<file path="config.mk">
export PLATFORM = sky130hd
export DESIGN_NAME = clock_timekeeper
export DESIGN_NICKNAME = d
export VERILOG_FILES = /design/src/rtl/clock_pkg.sv /design/src/rtl/key_edge_sync.sv /design/src/rtl/clock_timekeeper.sv
export SDC_FILE = /design/constraint.sdc
export NUM_CORES = 1
export LEC_CHECK = 0
export CAP_MARGIN = 10
export CORE_MARGIN = 2
export CORE_UTILIZATION = 35
export DETAILED_ROUTE_END_ITERATION = 8
export SYNTH_ARGS = -nofsm -noshare
export SYNTH_HDL_FRONTEND = slang
export SYNTH_HIERARCHICAL = 1
export SYNTH_SLANG_ARGS = --single-unit
</file>
<file path="constraint.sdc">
create_clock -name CLOCK_50 -period 5.4 [get_ports CLOCK_50]
set_clock_uncertainty 0.05 [all_clocks]
set_input_delay 1.08 -clock CLOCK_50 [delete_from_list [all_inputs] [get_ports CLOCK_50]]
set_output_delay 1.08 -clock CLOCK_50 [all_outputs]
set_load 0.02 [all_outputs]
</file>
<file path="src/rtl/clock_pkg.sv">
// Shared mode encodings and time-of-day limits for the timekeeper.
package clock_pkg;

  typedef enum logic [1:0] {
    MODE_RUN      = 2'd0,
    MODE_SET_HOUR = 2'd1,
    MODE_SET_MIN  = 2'd2
  } clockMode_e;

  localparam logic [6:0] HOURS_PER_DAY      = 7'd24;
  localparam logic [6:0] MINUTES_PER_HOUR   = 7'd60;
  localparam logic [6:0] SECONDS_PER_MINUTE = 7'd60;

  // Modulo increment: returns 0 once value reaches limit-1.
  function automatic logic [6:0] wrapInc(input logic [6:0] value, input logic [6:0] limit);
    return (value == limit - 7'd1) ? 7'd0 : value + 7'd1;
  endfunction

endpackage

</file>
<file path="src/rtl/key_edge_sync.sv">
// Pushbutton conditioner: 2-flop synchronizer plus falling-edge detector,
// producing a registered one-cycle press pulse per key press.
module key_edge_sync (
  input  logic clock_i,
  input  logic resetN_i,
  input  logic keyN_i,
  output logic press_o
);

  logic sync1_q;
  logic sync2_q;
  logic prev_q;
  logic press_q;
  logic press_d;

  assign press_d = prev_q & ~sync2_q;

  // Flops reset to the released level so a quiet key never looks like a press.
  always_ff @(posedge clock_i or negedge resetN_i) begin
    if (!resetN_i) begin
      sync1_q <= 1'b1;
      sync2_q <= 1'b1;
      prev_q  <= 1'b1;
      press_q <= 1'b0;
    end else begin
      sync1_q <= keyN_i;
      sync2_q <= sync1_q;
      prev_q  <= sync2_q;
      press_q <= press_d;
    end
  end

  assign press_o = press_q;

endmodule

</file>
<file path="src/rtl/clock_timekeeper.sv">
// 24-hour timekeeper with a prescaled seconds tick and a two-key
// set-mode FSM (RUN -> SET_HOUR -> SET_MIN -> RUN).
module clock_timekeeper
  import clock_pkg::*;
#(
  parameter int CLK_HZ = 50000000
) (
  input  logic       CLOCK_50,
  input  logic       RESETN,
  input  logic       ENABLE,
  input  logic       KEY_MODE_N,
  input  logic       KEY_INC_N,
  output logic [6:0] HOURS,
  output logic [6:0] MINUTES,
  output logic [6:0] SECONDS,
  output logic       SEC_TICK,
  output logic [1:0] MODE
);

  localparam int PRE_W = (CLK_HZ > 1) ? $clog2(CLK_HZ) : 1;
  localparam logic [PRE_W-1:0] PRE_MAX = PRE_W'(CLK_HZ - 1);

  clockMode_e       mode_q;
  logic [PRE_W-1:0] prescaler_q;
  logic [PRE_W-1:0] prescaler_d;
  logic [6:0]       hours_q;
  logic [6:0]       minutes_q;
  logic [6:0]       seconds_q;
  logic [6:0]       hoursTick_d;
  logic [6:0]       minutesTick_d;
  logic [6:0]       secondsTick_d;
  logic             modePress;
  logic             incPress;
  logic             secTick;

  key_edge_sync modeKeySync (
    .clock_i  (CLOCK_50),
    .resetN_i (RESETN),
    .keyN_i   (KEY_MODE_N),
    .press_o  (modePress)
  );

  key_edge_sync incKeySync (
    .clock_i  (CLOCK_50),
    .resetN_i (RESETN),
    .keyN_i   (KEY_INC_N),
    .press_o  (incPress)
  );

  assign secTick = (mode_q == MODE_RUN) && ENABLE && (prescaler_q == PRE_MAX);

  // Next time of day after one elapsed second, with full carry chain.
  always_comb begin
    prescaler_d   = secTick ? '0 : prescaler_q + PRE_W'(1);
    secondsTick_d = wrapInc(seconds_q, SECONDS_PER_MINUTE);
    minutesTick_d = minutes_q;
    hoursTick_d   = hours_q;
    if (seconds_q == SECONDS_PER_MINUTE - 7'd1) begin
      minutesTick_d = wrapInc(minutes_q, MINUTES_PER_HOUR);
      if (minutes_q == MINUTES_PER_HOUR - 7'd1) begin
        hoursTick_d = wrapInc(hours_q, HOURS_PER_DAY);
      end
    end
  end

  // A mode press always wins over a coincident inc press; a tick in RUN
  // still lands on the same edge that leaves for SET_HOUR.
  always_ff @(posedge CLOCK_50 or negedge RESETN) begin
    if (!RESETN) begin
      mode_q      <= MODE_RUN;
      prescaler_q <= '0;
      hours_q     <= 7'd0;
      minutes_q   <= 7'd0;
      seconds_q   <= 7'd0;
    end else begin
      case (mode_q)
        MODE_RUN: begin
          if (ENABLE) begin
            prescaler_q <= prescaler_d;
          end
          if (secTick) begin
            seconds_q <= secondsTick_d;
            minutes_q <= minutesTick_d;
            hours_q   <= hoursTick_d;
          end
          if (modePress) begin
            mode_q <= MODE_SET_HOUR;
          end
        end
        MODE_SET_HOUR: begin
          if (modePress) begin
            mode_q <= MODE_SET_MIN;
          end else if (incPress) begin
            hours_q <= wrapInc(hours_q, HOURS_PER_DAY);
          end
        end
        MODE_SET_MIN: begin
          if (modePress) begin
            mode_q      <= MODE_RUN;
            seconds_q   <= 7'd0;
            prescaler_q <= '0;
          end else if (incPress) begin
            minutes_q <= wrapInc(minutes_q, MINUTES_PER_HOUR);
          end
        end
        default: begin
          mode_q <= MODE_RUN;
        end
      endcase
    end
  end

  assign HOURS    = hours_q;
  assign MINUTES  = minutes_q;
  assign SECONDS  = seconds_q;
  assign MODE     = mode_q;
  assign SEC_TICK = secTick;

endmodule

</file>
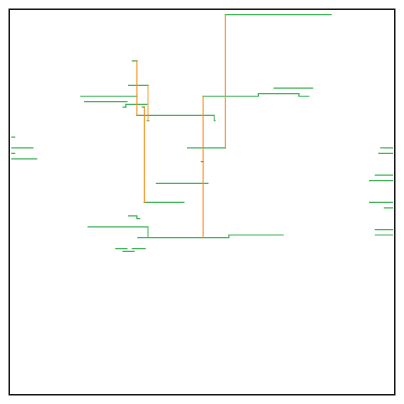
(metal layers overlaid)
Drawn at 4 px/µm. Two of the layers only.
Orange stands for metal 4, wire length 115 µm. Green stands for metal 3, wire length 267 µm.

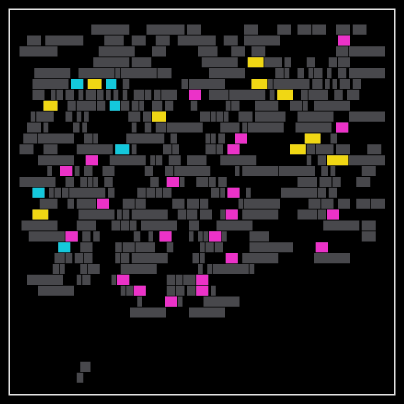
(selected gate families)
Drawn at 4 px/µm.
Yellow stands for multiplexers, cells 10. Magenta stands for XOR/XNOR gates, cells 22. Cyan stands for AND-OR and OR-AND gates, cells 6.
most numerous logic cell after layout: dfrtp_1
final cell count without fillers: 436
fraction of standard cell area in multi-input logic: 41.1%

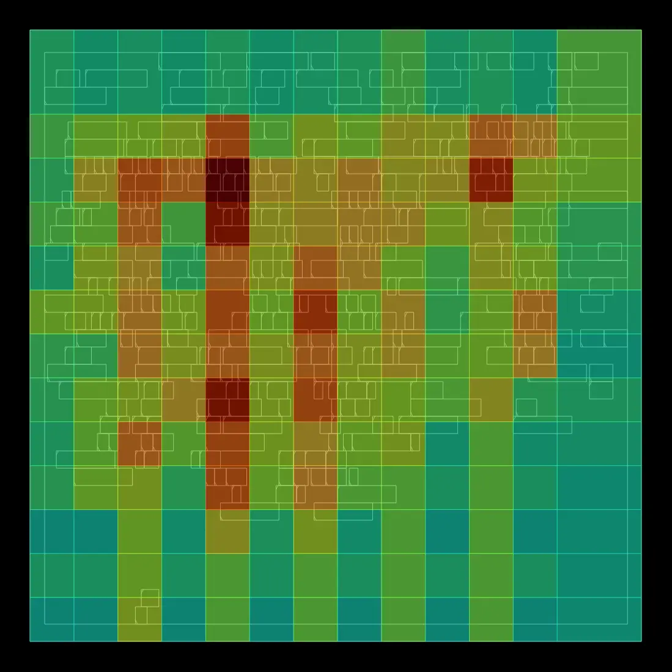
(congestion heat map)
Global Route met2 Usage: 22.4%
Routed wire per std cell: 14.6 µm
met1 track utilization from global routing: 20.6%

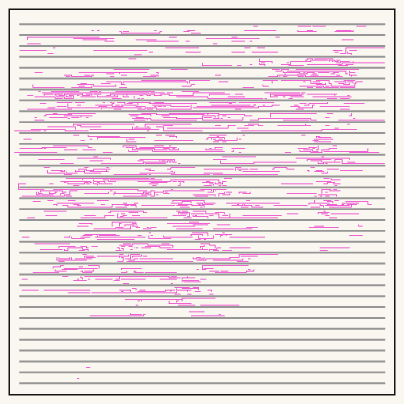
(M1 wires)
Drawn at 4 px/µm. Supply wires on this layer in gray.
The layer carries 3160 µm of wire. The wires run mostly horizontal. 301 nets have wire on it.

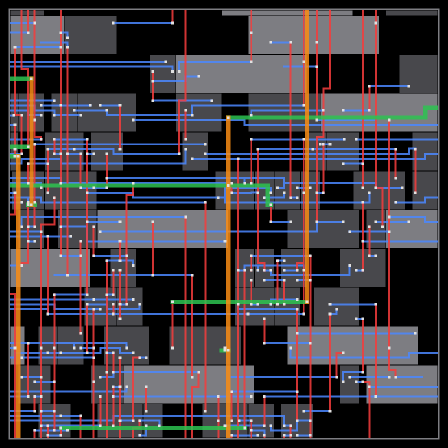
(close-up of the layout)
Window x 33 to 63, y 52 to 82 µm. Cells in gray, sequential cells in the stronger gray; small squares are vias.
Blue stands for metal 1. Green stands for metal 3. Orange stands for metal 4. Red stands for metal 2.
Sequential cells in the window: 8. Most frequent: dfrtp_1 (7), nor2_1 (5). Netlist names of flops here include `prescaler_q` (4). 55 logic cells have their middle in the window.

==> per-stage QoR <==
| step | area [µm²] | setup slack [ns] |
|---|---|---|
| 2_1_floorplan | 2960 | 2.46 |
| 3_3_place_gp | 3340 | 1.31 |
| 3_5_place_dp | 3340 | 1.26 |
| 4_1_cts | 3550 | 1.25 |
| 5_1_grt | 3550 | 1.14 |
| 6_report | 3550 | 1.28 |
==> power by group through the flow <==
stage	sequential, mW	combinational [mW]	clock [mW]
after floorplan	0.571	0.160	0
after global placement	0.561	0.269	0
after detailed placement	0.563	0.273	0
after CTS	0.556	0.275	0.428
after global routing	0.567	0.311	0.448
final	0.555	0.272	0.418
==> critical path: stages <==
cell and delay [ns]:
clkdlybuf4s50_1 0.49, nor3b_1 0.30, and4_1 0.26, nand2_1 0.11, inv_1 0.13, clkdlybuf4s50_1 0.62
==> registers in the layout, indices dropped and copies added (netlist names) <==
signal               flops
SECONDS                  7
HOURS                    7
modeKeySync/sync2_q      1
prescaler_q             26
incKeySync/prev_q        1
modeKeySync/press_o      1
modeKeySync/prev_q       1
incKeySync/sync1_q       1
MINUTES                  7
modeKeySync/sync1_q      1
MODE                     2
incKeySync/press_o       1
incKeySync/sync2_q       1
==> cells in the mapped netlist, types with 2 or more instances <==
master,instances
o2111ai_1,3
and3_1,8
mux2_2,4
a21oi_1,5
a41oi_1,2
inv_1,7
a22o_1,2
nor2b_4,2
o2bb2ai_1,4
and4_1,7
nand2b_1,4
o22ai_1,3
nor3b_1,3
nand2_1,23
nor3_1,5
nor4b_1,4
nor2_1,30
mux2_1,2
nand4_1,14
xnor2_1,9
o31ai_1,2
nand3_1,14
xor2_1,13
dfstp_2,6
or3_1,2
dfrtp_1,51
ha_1,4
mux2i_1,3
buf_2,3
clkbuf_1,5
nor4_1,5
o21ai_0,15
a31oi_1,5
and2_1,4
==> layout make-up <==
| type | count | area [µm²] | area share, % |
|---|---|---|---|
| multi-input cells | 221 | 1460 | 41.1 |
| flip-flops and latches | 57 | 1430 | 40.4 |
| repair buffers | 30 | 290 | 8.18 |
| clock buffers | 14 | 173 | 4.87 |
| well taps | 105 | 131 | 3.70 |
| clock inverters | 2 | 35.0 | 0.987 |
| inverters | 7 | 26.3 | 0.740 |
==> how the worst max path moves through the flow <==
stage / to / cells past startpoint / slack [ns]
finish: SEC_TICK / 6 / 1.28
global route: SEC_TICK / 6 / 1.14
CTS: SEC_TICK / 6 / 1.25
detailed placement: SEC_TICK / 6 / 1.26
global placement: SEC_TICK / 6 / 1.31
floorplan: SEC_TICK / 4 / 2.46
==> metal layers <==
layer  global-route usage, %  part of all wire (%)  vias up
met1                    20.6                    50     1124
met3                    5.48                   4.2       13
met5                       0                     0        -
met4                    5.95                   1.8        0
li1                        -                     -     1140
met2                    22.4                    44       43
==> placed cells by master (no fill, tap or decap), types with 8 or more instances in the layout <==
master and n:
and3_1 8, xnor2_1 9, dfrtp_1 51, nor2_1 30
nand4_1 14, clkdlybuf4s50_1 27, o21ai_0 14, clkbuf_8 12
nand2_1 23, xor2_1 13, nand3_1 14
==> summary.txt <==
Summary of the current implementation state.

- The hold slack is about 0.3 ns, for reference.
- The first global-routing pass estimated 10800 µm of wire.
- The initial antenna violation count is 0, for reference.
- The detailed placer reported the number of placed instances as about 420.
- The synthesis report gives the async set-or-reset register share as 100%.
- The OpenROAD report gives the critical path a required time of 4.27 ns.
- The core utilization of the finished layout is between 40 and 50%, for reference.
- The stage logs contain a warning count of 26.
- The cell area that synthesis handed to floorplanning was 2960 µm².
- The register share of total power is about 45%, for reference.
- Cell internal power was estimated by the tool at ~860 µW.
- Net switching is between 30% and 40% of the power.
- The run finished with clean final reports.
- In the final report, the number of pins over their slew limit comes to 0.
- The total routed wirelength is 6360 µm, for reference.
- The reg-to-reg critical path startpoint is prescaler_q[10]$_DFFE_PN0P_, for reference.
- In this run, post-CTS repair resized a total of 0 instances.
- Per the GRT congestion report, total overflow comes to 0.
- Buffers inserted during clock tree synthesis total 9.
- CTS placed an instance of clkbuf_8 at the clock tree root.
- Per the synth stats, the flop cell with the highest instance count is dfrtp_1.
- Detailed-route iteration 0 reported a violation count of 122.
- Subtracting the final worst setup slack from the clock period gives just over 4 ns.
- The clock passes through at most 2 buffers.
- The share of the synthesized area in the top cell type is a little over two fifths, for reference.
- The worst hold path was traced through 0 stages.
- The worst register-to-register path depth is 5.
- In the final design database the tool counted approximately 340 nets.
- The worst setup slack for register-to-register paths is 2.68 ns, for reference.
- The share of the clock period used by the worst path is 76.4%, for reference.
- The type recorded for the worst min-delay path is reg2reg.
- The final antenna diode tally reported by the flow is 0.
- The setup total negative slack is 0 ns, for reference.
- The layout-stage area growth over the synthesis result is 19.7%, for reference.
- The design draws approximately 1.2 mW.
- The yosys-reported design area after synthesis is roughly 3000 µm², for reference.
- Yosys shows that the main logic family after synthesis is simple AND/OR/NAND/NOR gates.
- In this run, synthesis inferred 0 flip-flops with an integrated enable.
- The count of buffers inserted at the top-level ports is 28, for reference.
- The area fraction in mux cells is under 10%, for reference.
- At the end of routability-driven placement, the weighted congestion stood at between 0.8 and 0.9.
- The placed wire-length estimate is about 4300 µm, for reference.
- The largest fanout on the critical path is 4, for reference.
- The relative contribution of combinational cells to total power is ~22%, for reference.
- In the routed layout, each cell is associated on average with a via count of between 5 and 6.
- Of the total power, the clock network draws around a third.
- The clock tree synthesis step divided the H-tree into 3 levels.
- The number of warnings reported in the yosys synthesis log is 6, for reference.
- The count of unresolved DRC violations after routing is 0, for reference.
- Yosys reported a register bit count of about 57.
- The initialized floorplan defines 33 standard-cell rows.
- The end point of the worst hold path is modeKeySync/sync2_q$_DFF_PN1_, for reference.
- The hold path startpoint is modeKeySync/sync1_q$_DFF_PN1_, for reference.
- The number of iterations in the first detailed-routing pass is 4, for reference.
- The number of setup violations in the final report is 0, for reference.
- The net count after synthesis is about 300.
- In this run, the synthesized area fraction spent on AND-OR/OR-AND gates is recorded as between 10% and 20%.
- In the Yosys report the total cell count is around 300.
- The total number of vias is between 2000 and 2500, for reference.
- The total area inside the core boundary comes to roughly 8200 µm².
- The startpoint of the worst setup timing path is ENABLE, for reference.
- At the worst endpoint, the arrival time is 2.99 ns.
- The cell type contributing the most total cell area after synthesis is dfrtp_1, for reference.
- The fraction of final layout cells sized beyond drive strength 1 is 10.6%, for reference.
- The global-route usage over all layers is approximately 15%, for reference.
- The number of hold buffers added after CTS was 0.
- Of the total synthesized cell area, the portion taken by AND, OR, NAND and NOR gates is 26.0%.
- The static leakage is 1.48 nW, for reference.
- The distinct cell type count after synthesis is roughly 55, for reference.
- The number of global-route vias before repair is roughly 2200, for reference.
- The main area contributors are dfrtp_1 43%, dfstp_2 5.3%, xor2_1 3.8%, nor2_1 3.8%, nand4_1 3.0%.
- The area fraction in xor and xnor cells is 6.50%, for reference.
- The TritonCTS clock tree is done, for reference.
- Power spread over the standard cell area amounts to roughly 350 nW/µm².
- The category of the worst setup path launch point is a primary input, for reference.
- The chip width is a little under 100 µm, for reference.
- The critical path endpoint category is a primary output, for reference.
- The hold violation count in the final report is 0, for reference.
- For this run, the top clock speed supported by timing is between 0.2 and 0.25 GHz.
- Before placement the cells fill between 30% and 40% of the core.
- Synthesis handed over a netlist of around 300 instances.
- After floorplanning, the die was sized to cover a little over 9000 µm².
- The die is 96.0 µm tall.
- After filler insertion, the fill cell instance count of the layout stands at around 800.
- Setup repair after global routing left no endpoint under its margin.
- The sequential share of the synthesized area is around half, for reference.
- The number of violations of the max-capacitance limit is 0, for reference.
- The maximum number of pins on one net before global-route repair is between 50 and 60, for reference.
- In this run the mean area of a mapped cell was between 10 and 15 µm².
- 29 I/O pins were placed.
- The clock latency on the worst-skew pair is around 0.35 ns, for reference.
- The sink count of the clock tree is between 50 and 60, for reference.
- Once detail routing completed, the nets flagged for antenna violations numbered 0.
- The number of setup buffers added after CTS is 0, for reference.
- The slew at the pin with the worst max-slew slack is between 1 and 1.5 ns, for reference.
- In this run the power spent charging and discharging nets is between 300 and 400 µW.
- The capturing point of the worst reg2reg path is SECONDS[5]$_DFFE_PN0P_, for reference.
- The adder-cell share of the synthesized area is 1.69%, for reference.
- The maximum vdd drop is roughly 0.2 mV, for reference.
- Measured against its own limit, the worst slew margin works out to 25.6%.
- The clock edge transition at the registers on the reported setup and hold paths is ~0.060 ns, for reference.
Power is estimated from default activity; no workload was simulated.
